## src/rtl/fixed_acc.sv

```systemverilog
// Streaming signed fixed-point accumulator: sums cfg_len input beats in a wide register and
// emits one saturated or wrapped WIDTH-bit result per group on a valid/ready output port.
module fixed_acc #(
    parameter int unsigned WIDTH     = 32,
    parameter int unsigned LEN_WIDTH = 16,
    parameter bit          SATURATE  = 1'b1
) (
    input  logic                 clk,
    input  logic                 rst,
    input  logic [LEN_WIDTH-1:0] cfg_len,
    input  logic                 S_vld,
    input  logic [WIDTH-1:0]     S_dat,
    output logic                 S_rdy,
    output logic                 R_vld,
    output logic [WIDTH-1:0]     R_dat,
    output logic                 R_ovf,
    input  logic                 R_rdy,
    output logic                 drop_err
);

    localparam int unsigned AccWidth = WIDTH + LEN_WIDTH;

    typedef enum logic [0:0] {StIdle, StAcc} state_e;

    state_e                 state_q, state_d;
    logic [AccWidth-1:0]    acc_q, acc_d;
    logic [LEN_WIDTH-1:0]   cnt_q, cnt_d;
    logic [LEN_WIDTH-1:0]   len_q, len_d;
    logic                   r_vld_q, r_vld_d;
    logic [WIDTH-1:0]       r_dat_q, r_dat_d;
    logic                   r_ovf_q, r_ovf_d;
    logic                   drop_q, drop_d;

    logic                   accept;
    logic                   finish;
    logic [LEN_WIDTH-1:0]   len_eff;
    logic [LEN_WIDTH-1:0]   cnt_inc;
    logic [AccWidth-1:0]    beat_ext;
    logic [AccWidth-1:0]    full;
    logic                   ovf;
    logic [WIDTH-1:0]       res;

    assign S_rdy    = !r_vld_q || R_rdy;
    assign R_vld    = r_vld_q;
    assign R_dat    = r_dat_q;
    assign R_ovf    = r_ovf_q;
    assign drop_err = drop_q;

    always_comb begin
        accept   = S_vld && S_rdy;
        len_eff  = (cfg_len == '0) ? LEN_WIDTH'(1) : cfg_len;
        cnt_inc  = cnt_q + LEN_WIDTH'(1);
        beat_ext = {{LEN_WIDTH{S_dat[WIDTH-1]}}, S_dat};
        // In idle the running sum is empty, so the group total is the beat itself.
        full     = ((state_q == StAcc) ? acc_q : '0) + beat_ext;

        state_d = state_q;
        acc_d   = acc_q;
        cnt_d   = cnt_q;
        len_d   = len_q;
        finish  = 1'b0;

        unique case (state_q)
            StIdle: begin
                if (accept) begin
                    len_d = len_eff;
                    acc_d = beat_ext;
                    cnt_d = LEN_WIDTH'(1);
                    if (len_eff == LEN_WIDTH'(1)) begin
                        finish = 1'b1;
                    end else begin
                        state_d = StAcc;
                    end
                end
            end
            StAcc: begin
                if (accept) begin
                    acc_d = full;
                    cnt_d = cnt_inc;
                    if (cnt_inc == len_q) begin
                        finish  = 1'b1;
                        state_d = StIdle;
                    end
                end
            end
            default: state_d = StIdle;
        endcase
    end

    // Result fits in WIDTH bits only when all bits above the WIDTH sign bit match it.
    always_comb begin
        ovf = (full[AccWidth-1:WIDTH-1] != {(LEN_WIDTH + 1){full[AccWidth-1]}});
        res = full[WIDTH-1:0];
        if (SATURATE && ovf) begin
            res = full[AccWidth-1] ? {1'b1, {(WIDTH - 1){1'b0}}}
                                   : {1'b0, {(WIDTH - 1){1'b1}}};
        end
    end

    always_comb begin
        r_vld_d = r_vld_q;
        r_dat_d = r_dat_q;
        r_ovf_d = r_ovf_q;
        if (finish) begin
            r_vld_d = 1'b1;
            r_dat_d = res;
            r_ovf_d = ovf;
        end else if (R_rdy) begin
            r_vld_d = 1'b0;
        end
        drop_d = drop_q | (S_vld && !S_rdy);
    end

    always_ff @(posedge clk) begin
        if (rst) begin
            state_q <= StIdle;
            acc_q   <= '0;
            cnt_q   <= '0;
            len_q   <= '0;
            r_vld_q <= 1'b0;
            r_dat_q <= '0;
            r_ovf_q <= 1'b0;
            drop_q  <= 1'b0;
        end else begin
            state_q <= state_d;
            acc_q   <= acc_d;
            cnt_q   <= cnt_d;
            len_q   <= len_d;
            r_vld_q <= r_vld_d;
            r_dat_q <= r_dat_d;
            r_ovf_q <= r_ovf_d;
            drop_q  <= drop_d;
        end
    end

endmodule

```

## config.mk

```make
export PLATFORM = sky130hd
export DESIGN_NAME = fixed_acc
export DESIGN_NICKNAME = d
export VERILOG_FILES = /design/src/rtl/fixed_acc.sv
export SDC_FILE = /design/constraint.sdc
export NUM_CORES = 1
export LEC_CHECK = 0
export ABC_AREA = 1
export CAP_MARGIN = 20
export CORE_ASPECT_RATIO = 1.2
export CORE_MARGIN = 3
export CORE_UTILIZATION = 35
export CTS_BUF_LIST = sky130_fd_sc_hd__clkbuf_4
export DETAILED_ROUTE_END_ITERATION = 8
export MAX_ROUTING_LAYER = met4
export REMOVE_ABC_BUFFERS = 1
export SYNTH_ARGS = -nofsm -noshare
export SYNTH_HDL_FRONTEND = slang
export SYNTH_SLANG_ARGS = --single-unit
```

## constraint.sdc

```tcl
create_clock -name clk -period 5.7 [get_ports clk]
set_input_delay 0.57 -clock clk [delete_from_list [all_inputs] [get_ports clk]]
set_output_delay 0.57 -clock clk [all_outputs]
set_load 0.005 [all_outputs]
```

==> run_1/clock_wires.png <==
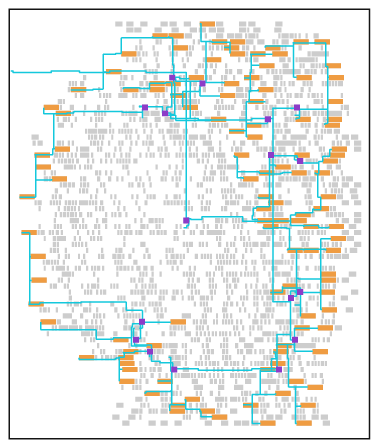
[purple] clock-net drivers | count: 17
[orange] flip-flops | count: 116
[cyan] clock wires | length: 1990 µm
routed clock nets: 18
flops lie: spread over the die

==> run_1/clock_nets.png <==
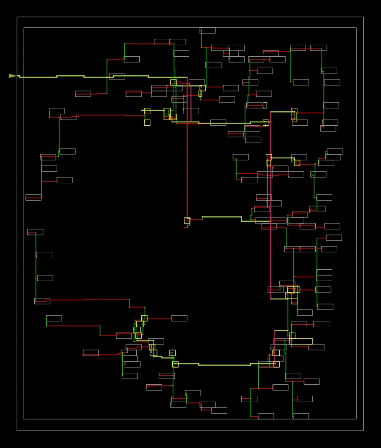
Flops: 116
clock-net power: 0.600 mW
total CTS buffers: 17

==> run_1/m1.png <==
Supply wires on this layer in grey.
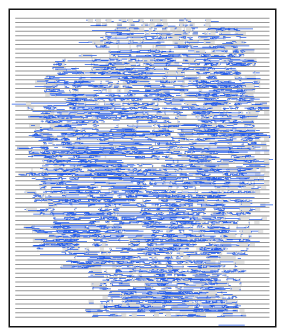
share of all routed wire: 45%
main direction: horizontal
wire length on this layer: 15700 µm
nets with wire on the layer: 1949
longest straight run: 49.1 µm

==> out/metrics.cfg, run 1 <==
[grt]
grt-busiest-layer=met2
grt_pass1_wl_mm=55.5
antenna_found_initial=1
grt_util_met2=0.383
grt.met1_usage=0.273
grt_usage=0.223
use_met3=0.0331
grt_max_degree=65
grt_pass1_vias=10739

[run]
cap_violations=0
warnings=25

[synthesis]
ys_warn_count=0
syn_area_mm2=0.0105
logic_family=simple AND/OR/NAND/NOR gates
mux_share=0
async_reset_ff_frac=0
synth-xor-area-share=0.0400
synth.distinct_cells=46
synthTopCellsByCount=nand2_1 (713), inv_1 (364), nand3_1 (177), nor2_1 (132), dfxtp_1 (116)
ys_area_mm2=0.0105
synthCells=1885
most_common_cell=nand2_1
syn_area_per_cell_um2=5.55
adder_share=0.0593
synth_seq_share=0.222
ys_cells=1885
ys_top_cells_by_area=nand2_1 (26%), dfxtp_1 (22%), inv_1 (13%)
flop_cell=dfxtp_1
top_area_cell=nand2_1
synth-simple-area-share=0.435
synthAoiAreaFrac=0.0806
synth.top_cell.area_share=0.256
edf_count=0

[placed_design]
gp_congestion=0.987
io_buffers=87
hpwl_mm=27.1
dp.cells=2312
postPlaceCellArea_mm2=0.0116
dp_slack_ns=0.857

[sta]
holdWs_ns=0.484
rsz0062_at_grt=no
setup_viol=0
fin_crit_sh=0.747
slew_headroom=0.449
worstMarginPinSlew_ns=0.824
fin_skew_ns=0.0220
maxSlewViolCount=0
min_period_ns=4.26
hold_violations=0
fmax_ghz=0.235

[final_layout]
mi_logic_area_mm2=0.00644
n_clock_buffer=17
buffer_area_frac=0.0834
seq_area_frac=0.195
finalNonFillerCells=2346
post-route-util=0.410
layout_top_cell=nand2_1
largest_cell_class=logic gates
drive_above_1_share=0.0372
sh_comb_area=0.540
signal_buffers=100
seqCellArea_mm2=0.00232
largest_register_ffs=48
logic_gates=1331
final-clk-cell-share=0.0216
final_cell_mix=nand2_1 (713), inv_1 (363), nand3_1 (177), nor2_1 (131), dfxtp_1 (115)
syn_to_final_growth_pct=14.0
num-nonclk-inverters=381
final_area_mm2=0.0119
regMostFlops=acc_q

[clock_tree]
hold_buffers=0
cts_buffer_depth=2
cts_sinks=116
cts_tree=done
cts_resized=0
path_clk_slew_ns=0.13
h-tree-depth=4
cts_root_buffer=clkbuf_4

[setup_path]
critPathRequiredTime_ns=6.18
cp_cell_sequence=buf_4 -> nand2_1 -> inv_1 -> ha_1 -> nand2_1 -> nor2_1 -> inv_1 -> nor2_2 -> nand2_1 -> nor2_1 -> nand2_1 -> nand3_1 -> nand2_1 -> nand2_1 -> nand2_1 -> nor2_1 -> nand3_1 -> nand2_2 -> nand2_1 -> nand2_2 -> buf_12 -> nand3_1 -> nand2_1 -> inv_1
crit_start=state_q$_SDFF_PP0_
ff2ff_setup_slack_ns=1.44
crit_top_cell=nand2_1
r2r-start=state_q$_SDFF_PP0_
cpPeakStageDelay_ns=0.75
r2r_cells=24
worst-path-stages=24
crit_fanout=28
end_kind=register
slowest_stage=dfxtp_2
critPathBufInv=5
path_class=reg -> reg
crit_end=R_dat[8]$_SDFFE_PP0P_
cp-start-kind=register
reg2reg_to=R_dat[8]$_SDFFE_PP0P_

[floorplan]
chipWidth_um=164
core_mm2=0.0291
fp-utilization=0.360
chipArea_mm2=0.0320
taps=385
die_h_um=195
pin_count=88

[power_and_ir_drop]
p_leak_nw=6.45
powerDensity_mw_per_mm2=165
switching_share=0.370
total_power_mw=1.96
switchingPower_mw=0.726
p_int_mw=1.24
comb_power_mw=0.493
combPwrFrac=0.251
power.share.clock=0.305
max-vdd-ir-drop_mv=0.0879

[routing]
wl_met3_mm=1.30
vias=11352
viasPerCell=4.84
drtAntennaViolNets=0
wl_mm=34.8
wl_met2_mm=17.1
drt_first_pass_iters=5
post_drt_wl_per_cell_um=14.8
drt_iter0_markers=636

[outcome]
outcome=completed

[hold_path]
min_path_type=reg -> reg
whs_endpoint=drop_err$_SDFF_PP0_
hp-start=drop_err$_SDFF_PP0_

==> run_1/sizing.png <==
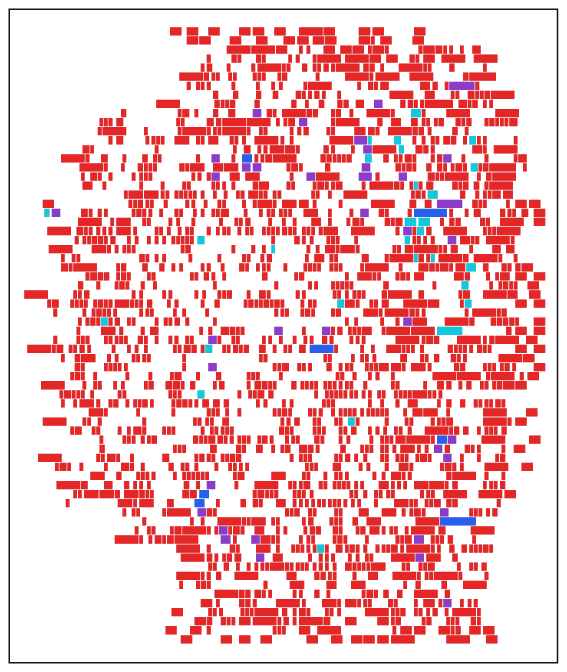

==> run 2, diff against run 1 <==
- clock period: 5.7 -> 4.5 ns (I/O delays scaled with it)
==> run_2/sizing.png <==
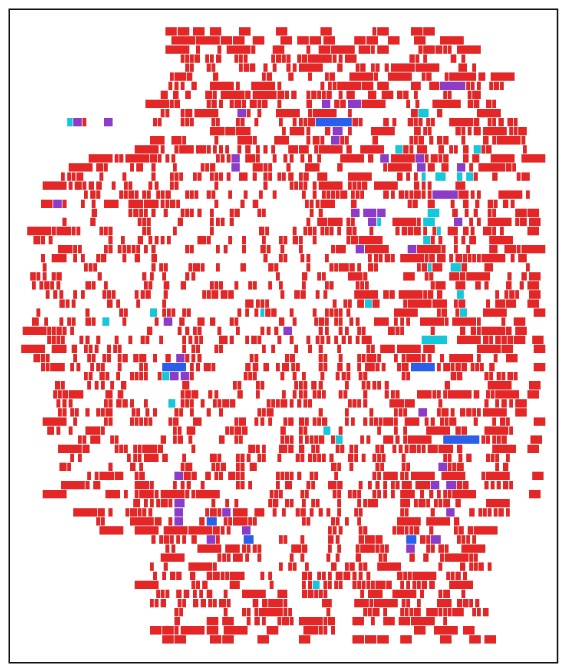
| colour | size | cells |
|---|---|---|
| cyan | x2 | 27 |
| blue | x6 and larger | 7 |
| red | x1 and smaller | 1887 |
| purple | x3 and x4 | 42 |

==> run_2/class_map.png <==
Bar = 50 µm.
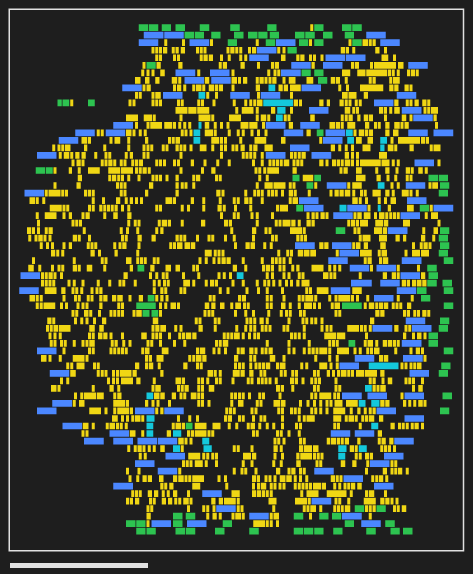
| colour | class | cells | share of their area |
|---|---|---|---|
| cyan | clock drivers and dummy loads | 32 | 2.5% |
| green | remaining buffers and delay cells | 103 | 8.8% |
| yellow | remaining logic cells | 1712 | 69% |
| blue | sequential cells | 116 | 20% |

==> run 2 against run 1 <==
  * Critical path depth up 2
  * Clock skew up 0.0037 ns
  * Synthesized cell count unchanged
  * Cell area up 0.37%
  * Total power up 29%
  * Global-route usage up 0.43 points
  * Final cell count up 0.17%
  * Critical endpoint is now R_dat[17]$_SDFFE_PP0P_
==> out/metrics.cfg, run 2 <==
[routing]
drt_first_pass_iters=4  ; -1
drt_iter0_markers=630  ; -0.94%
drtAntennaViolNets=0  ; unchanged
wl_met2_mm=17.1  ; about the same
wl_met3_mm=1.17  ; -10%
post_drt_wl_per_cell_um=14.9  ; +0.59%
drc_errors=0
viasPerCell=4.79  ; -0.94%
wl_mm=35.1  ; +0.76%
vias=11264  ; -0.78%

[sta]
rsz0062_at_grt=no
fin_skew_ns=0.0257  ; +0.00370 ns
worstMarginPinSlew_ns=0.916  ; +0.0919 ns
holdWs_ns=0.475  ; -0.00926 ns
fin_crit_sh=0.849  ; +0.102
min_period_ns=3.82  ; -0.436 ns
slew_headroom=0.389  ; -0.0595
setup_viol=0  ; unchanged
maxSlewViolCount=0  ; unchanged
hold_violations=0  ; unchanged
fmax_ghz=0.262  ; +11%

[grt]
grt_util_met2=0.388  ; +0.00523
grt_max_degree=72  ; +11%
grt_usage=0.227  ; +0.00428
grt-busiest-layer=met2
grt.met1_usage=0.280  ; +0.00656
grt_overflow=0
grt_pass1_vias=10783  ; +0.41%
use_met3=0.0297  ; -0.00339
antenna_found_initial=1  ; unchanged
grt_pass1_wl_mm=56.4  ; +1.5%

[synthesis]
ys_cells=1885  ; unchanged
synth-xor-area-share=0.0400  ; unchanged
synthCells=1885  ; unchanged
ys_top_cells_by_area=nand2_1 (26%), dfxtp_1 (22%), inv_1 (13%)
syn_area_mm2=0.0105  ; unchanged
synth-simple-area-share=0.435  ; unchanged
mux_share=0  ; unchanged
synth_seq_share=0.222  ; unchanged
ys_area_mm2=0.0105  ; unchanged
logic_family=simple AND/OR/NAND/NOR gates
most_common_cell=nand2_1
ys_warn_count=0  ; unchanged
async_reset_ff_frac=0  ; unchanged
top_area_cell=nand2_1
synthTopCellsByCount=nand2_1 (713), inv_1 (364), nand3_1 (177), nor2_1 (132), dfxtp_1 (116)
synth.top_cell.area_share=0.256  ; unchanged
flop_cell=dfxtp_1
synth.distinct_cells=46  ; unchanged
adder_share=0.0593  ; unchanged
synthAoiAreaFrac=0.0806  ; unchanged
syn_area_per_cell_um2=5.55  ; unchanged

[setup_path]
cpPeakStageDelay_ns=0.63  ; -0.12 ns
r2r-start=state_q$_SDFF_PP0_
critPathBufInv=5  ; unchanged
slowest_stage=dfxtp_2
ff2ff_setup_slack_ns=0.68  ; -0.76 ns
cp-start-kind=register
crit_start=state_q$_SDFF_PP0_
end_kind=register
crit_fanout=31  ; +11%
crit_top_cell=nand2_1
r2r_cells=26  ; +8.3%
critPathRequiredTime_ns=4.98  ; -1.20 ns
worst-path-stages=26  ; +8.3%
reg2reg_to=R_dat[17]$_SDFFE_PP0P_
path_class=reg -> reg

[power_and_ir_drop]
pg_clk_mw=0.800  ; +33%
powerDensity_mw_per_mm2=211  ; +28%
comb_power_mw=0.628  ; +27%
combPwrFrac=0.248  ; -0.003
p_leak_nw=6.47  ; +0.41%
max-vdd-ir-drop_mv=0.119  ; +36%
switchingPower_mw=0.906  ; +25%
power.share.clock=0.316  ; +0.011
total_power_mw=2.53  ; +29%
switching_share=0.358  ; -0.0120

[outcome]
outcome=completed

[final_layout]
drive_above_1_share=0.0387  ; +0.00147
finalNonFillerCells=2350  ; +0.17%
buffer_area_frac=0.0844  ; +0.000948
largest_register_ffs=48  ; unchanged
seq_area_frac=0.194  ; -0.000712
syn_to_final_growth_pct=14.4
seqCellArea_mm2=0.00232  ; unchanged
sh_comb_area=0.538  ; -0.00197
final-clk-cell-share=0.0237  ; +0.00211
logic_gates=1331  ; unchanged
mi_logic_area_mm2=0.00644  ; unchanged
largest_cell_class=logic gates
final_cell_mix=nand2_1 (713), inv_1 (363), nand3_1 (177), nor2_1 (131), dfxtp_1 (115)
ff_count=116  ; unchanged
regMostFlops=acc_q
final_area_mm2=0.0120  ; +0.37%
n_clock_buffer=17  ; unchanged
signal_buffers=103  ; +3.0%
num-nonclk-inverters=381  ; unchanged
post-route-util=0.412  ; +0.00151

[floorplan]
core_mm2=0.0291  ; unchanged
die_h_um=195  ; unchanged
chipWidth_um=164  ; unchanged
chipArea_mm2=0.0320  ; unchanged
pin_count=88  ; unchanged
taps=385  ; unchanged
fp-utilization=0.360  ; unchanged

[clock_tree]
cts_tree=done
cts_buffer_depth=2  ; unchanged
h-tree-depth=4  ; unchanged
hold_buffers=0  ; unchanged
cts_resized=0  ; unchanged
cts_buffers=17  ; unchanged
cts_root_buffer=clkbuf_4
path_clk_slew_ns=0.12  ; about the same

[placed_design]
dp.cells=2316  ; +0.17%
hpwl_mm=27.4  ; +1.1%
gp_congestion=0.953  ; -3.5%
dp_slack_ns=0.537  ; -0.320 ns
postPlaceCellArea_mm2=0.0117  ; +0.37%
io_buffers=87  ; unchanged

[hold_path]
min_path_type=reg -> reg
hp-start=drop_err$_SDFF_PP0_

[run]
warnings=25  ; unchanged
cap_violations=0  ; unchanged

No activity file was given, so power comes from the tool's default toggle rates.
